## config.mk

```make
export PLATFORM = sky130hd
export DESIGN_NAME = mux_rr_n
export DESIGN_NICKNAME = d
export VERILOG_FILES = /design/src/rtl/mux_rr_n.sv
export SDC_FILE = /design/constraint.sdc
export NUM_CORES = 1
export LEC_CHECK = 0
export ABC_CLOCK_PERIOD_IN_PS = 2700
export CORE_MARGIN = 2
export CORE_UTILIZATION = 39
export CTS_CLUSTER_SIZE = 28
export DETAILED_ROUTE_END_ITERATION = 6
export PLACE_DENSITY = 0.81
export SLEW_MARGIN = 20
export SYNTH_ARGS = -nofsm -noshare
export SYNTH_HDL_FRONTEND = slang
export SYNTH_SLANG_ARGS = --single-unit
```

## constraint.sdc

```tcl
create_clock -name clk -period 2.7 [get_ports clk]
set_input_delay 0.27 -clock clk [delete_from_list [all_inputs] [get_ports clk]]
set_output_delay 0.27 -clock clk [all_outputs]
set_load 0.02 [all_outputs]
```

## src/rtl/mux_rr_n.sv

```systemverilog
// N-channel valid/ready multiplexer with fixed-select and round-robin arbitration
// feeding a single registered output stage.
module mux_rr_n #(
  parameter  int WIDTH = 8,
  parameter  int NCH   = 4,
  localparam int SELW  = $clog2(NCH)
) (
  input  logic                 clk,
  input  logic                 rst_n,
  input  logic [NCH*WIDTH-1:0] in_data,
  input  logic [NCH-1:0]       in_valid,
  output logic [NCH-1:0]       in_ready,
  input  logic                 mode,
  input  logic [SELW-1:0]      sel,
  output logic [WIDTH-1:0]     out_data,
  output logic                 out_valid,
  input  logic                 out_ready,
  output logic [SELW-1:0]      out_ch
);

  logic [SELW-1:0]  ptr_r;
  logic             out_valid_r;
  logic [WIDTH-1:0] out_data_r;
  logic [SELW-1:0]  out_ch_r;

  logic             load_en_s;
  logic             grant_vld_s;
  logic [SELW-1:0]  grant_idx_s;
  logic [SELW-1:0]  cand_s;
  logic [NCH-1:0]   in_ready_s;

  // Output register may take a new word when empty or being drained this cycle.
  always_comb begin
    load_en_s = !out_valid_r || out_ready;
  end

  // Grant selection; the RR scan runs backwards so the earliest channel after ptr wins.
  always_comb begin
    grant_vld_s = 1'b0;
    grant_idx_s = '0;
    cand_s      = '0;
    if (mode) begin
      for (int k = NCH; k >= 1; k--) begin
        cand_s = ptr_r + SELW'(k);
        if (in_valid[cand_s]) begin
          grant_vld_s = 1'b1;
          grant_idx_s = cand_s;
        end else begin
          grant_vld_s = grant_vld_s;
        end
      end
    end else begin
      grant_vld_s = in_valid[sel];
      grant_idx_s = sel;
    end
  end

  // One-hot accept toward the granted channel; forced low while reset is asserted.
  always_comb begin
    in_ready_s = '0;
    if (rst_n && load_en_s && grant_vld_s) begin
      in_ready_s = NCH'(1) << grant_idx_s;
    end else begin
      in_ready_s = '0;
    end
  end

  assign in_ready = in_ready_s;

  // Output stage and round-robin pointer; ptr only advances on accepted RR transfers.
  always_ff @(posedge clk or negedge rst_n) begin
    if (!rst_n) begin
      out_valid_r <= 1'b0;
      out_data_r  <= '0;
      out_ch_r    <= '0;
      ptr_r       <= SELW'(NCH - 1);
    end else if (load_en_s) begin
      if (grant_vld_s) begin
        out_valid_r <= 1'b1;
        out_data_r  <= in_data[grant_idx_s*WIDTH +: WIDTH];
        out_ch_r    <= grant_idx_s;
        if (mode) begin
          ptr_r <= grant_idx_s;
        end else begin
          ptr_r <= ptr_r;
        end
      end else begin
        out_valid_r <= 1'b0;
      end
    end else begin
      out_valid_r <= out_valid_r;
    end
  end

  assign out_valid = out_valid_r;
  assign out_data  = out_data_r;
  assign out_ch    = out_ch_r;

endmodule

```

Fig. 1: placed standard cells
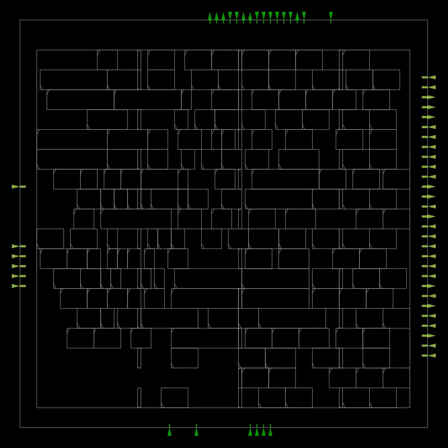
Cell Count, Final, Fillers Out: 197
core area: 0.002500 sq mm
Well Taps: 30
fraction of area in registers: 18.90%

Fig. 2: sequential cells colored by netlist name
(6 px per um)
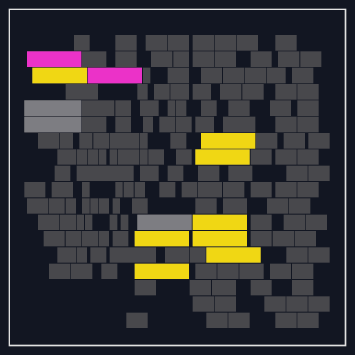
Key: out_data = yellow [sequential cells 8]; out_ch = magenta [sequential cells 2]
Another 3 sequential cells are not colored.

Fig. 3: sizing map
(4 px per um)
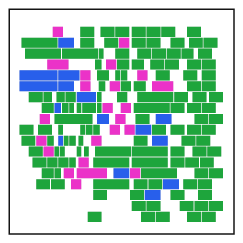
Key: x3 and x4 = magenta [cells 23, share 14%, most used buf_4]; x1 and smaller = green [cells 129, share 77%, most used clkdlybuf4s50_1]; x2 = blue [cells 15, share 9.0%, most used mux2_2]

Fig. 4: power grid
(8 px per um) Pins as bars on the die edge.
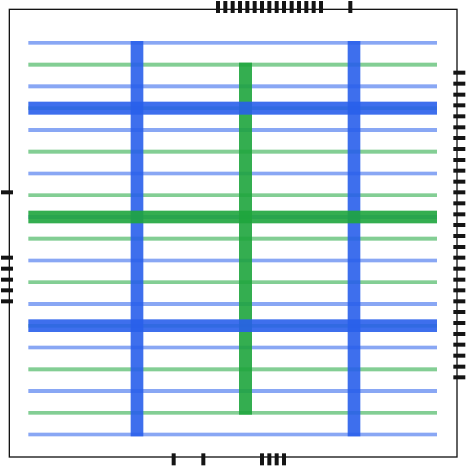
Key: VDD = green; VSS = blue
3 straps on met5. 57 signal pins sit on the boundary.

Fig. 5: signal metal coverage by tile
(6 px per um) The die is cut into 11 by 11 equal tiles; dark purple is low, yellow is high, scaled to the fullest tile. Values are wire area over tile area, all layers added.
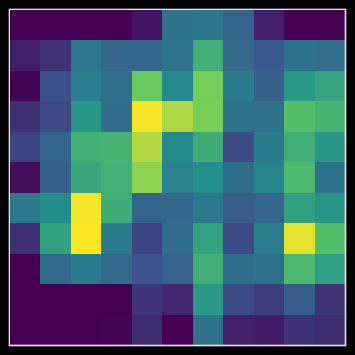
14% of the tiles are nearly empty. The fullest tile reaches 0.42. The mean over all tiles is 0.16.

==> out/results.txt <==
Synth mux share = 40.19%
Num CTS Buffers = 3
top cells by area = dfrtp_1 26%, mux2i_1 25%, mux2_2 8.6%
XORs/XNORs by Area = 0%
most used flip-flop cell = dfrtp_1
synthesized cell area = 0.001046 sq mm
top-level I/O count = 57
chip area in the Yosys report = 0.001046 sq mm
Total Routed Length = 2977 um
MaxCap Viol Count = 0
placed cells = 193
Worst Hold Class = primary input to async pin
met1 Usage GRT = 21.59%
Simple-Gate Fraction of Synth Area = 10.41%
total grt overflow = 0
Final ANT Viol Nets = 0
hold buffer count at CTS = 0
Tightest Pin Transition = 0.3397 ns
Top cell excl fill/tap = clkdlybuf4s50_1
power per cell area = 672.2 mW/mm^2
Worst Path Arrival = 2.26 ns
n_diodes = 0
final setup fails = 0
DP HPWL = 2556 um
RSZ-0062 raised after global routing = false
most frequent cells in the layout = 52 x clkdlybuf4s50_1, 26 x mux2i_1, 17 x buf_4, 11 x dfrtp_1, 8 x mux2_2
static leakage = 0.7881 nW
Startpoint Class = register
metal1 wirelength = 1164 um
FP Util = 41.84%
Post-CTS Setup Inserts = 0
clk_skew = 0.0009729 ns
Filler cells = 198
final hold slack = 0.3391 ns
# H-tree levels = 1
worst path cell trace = nand2_1 > and3b_1 > o21ai_0 > buf_4 > a31oi_4 > buf_4 > nor3_1 > dlygate4sd2_1
cts repair resizes = 4
Mean Syn Cell Area = 10.90 sq um
Nets = 210
routed wl met2 = 1532 um
dpl ws = -0.09062 ns
CTS tree = done
R2R Path Start = ptr_r[0]
final instance area = 0.001734 sq mm
Slowest-stage cell, CP = dfstp_2
Worst-path clk slew = 0.08 ns
initial DRC count = 27
Core Util, Final = 69.37%
Yosys reg bits = 13
Adder Area Share = 0%
Total GRT Usage = 20.14%
Die ar. = 0.003113 sq mm
final slew viol count = 0
Area leader share = 26.32%
status = finished, final reports clean
# DRC = 0
relative slew slack = 76.91%
Max Clk Rate = 0.3948 GHz
tool warning count = 26
Clock Tree Buf Depth = 2
initial antenna violation count = 0
largest net degree at the start of global routing = 15
Crit. Startpoint = ptr_r[1]
ys async rst share = 100.0%
worst path buffer plus inverter count = 3
clk latency late pin = 0.28 ns
Vias/cell = 5.183
CTS Root Buffer Type = clkbuf_4
flip-flops with a built-in enable = 0
die height = 55.79 um
Synth warnings = 0
Pwr Total = 1.166 mW
-- worst register-to-register path, stage by stage (launching register included) --
cell      delay (ns)
dfstp_2         0.63
nand2b_1        0.15
a311oi_2        0.11
mux2i_2         0.32
buf_4           0.29
mux2i_1         0.23
mux2i_1         0.10
mux2_2          0.27
-- state kept, by name, indices dropped and copies added (netlist names) --
signal and count:
out_data 8, out_ch 2, out_valid 1, ptr_r 2
-- power breakdown --
group,switching [mW],internal (mW)
clock,0.0668,0.0551
combinational,0.309,0.387
sequential,0.0635,0.284
total,0.440,0.726
-- path summary, 6_finish.rpt --
| path | endpoint | slack [ns] | cells past startpoint |
|---|---|---|---|
| max | in_ready[2] | 0.17 | 8 |
| max reg2reg | out_data[1] | 0.50 | 7 |
| min in group clk | out_data[5] | 0.51 | 1 |
| max in group asynchronous | ptr_r[0] | 2.13 | 2 |
| min reg2reg | out_data[5] | 0.51 | 1 |
| min | out_data[2] | 0.34 | 2 |
-- cells in the mapped netlist (2+ instances only) --
| library cell | number |
|---|---|
| mux2_4 | 2 |
| inv_1 | 3 |
| buf_6 | 4 |
| dfstp_2 | 2 |
| buf_4 | 2 |
| a21oi_1 | 2 |
| nand2_1 | 4 |
| o21ai_0 | 5 |
| mux2i_1 | 26 |
| mux2_2 | 8 |
| nand3_1 | 2 |
| nor2_1 | 7 |
| dfrtp_1 | 11 |
| nor3b_1 | 3 |
-- final cells by class --
cell class,count,area [sq um],area share [%]
Clock buffer,3,22.52,1.299
Clock inverter,1,5.005,0.2886
Inverter,4,15.01,0.8658
Multi-Input combinational cell,73,643.1,37.09
Sequential cell,13,327.8,18.90
Tap cell,30,37.54,2.165
Timing Repair Buffer,73,683.2,39.39
No activity file was given, so power comes from the tool's default toggle rates.
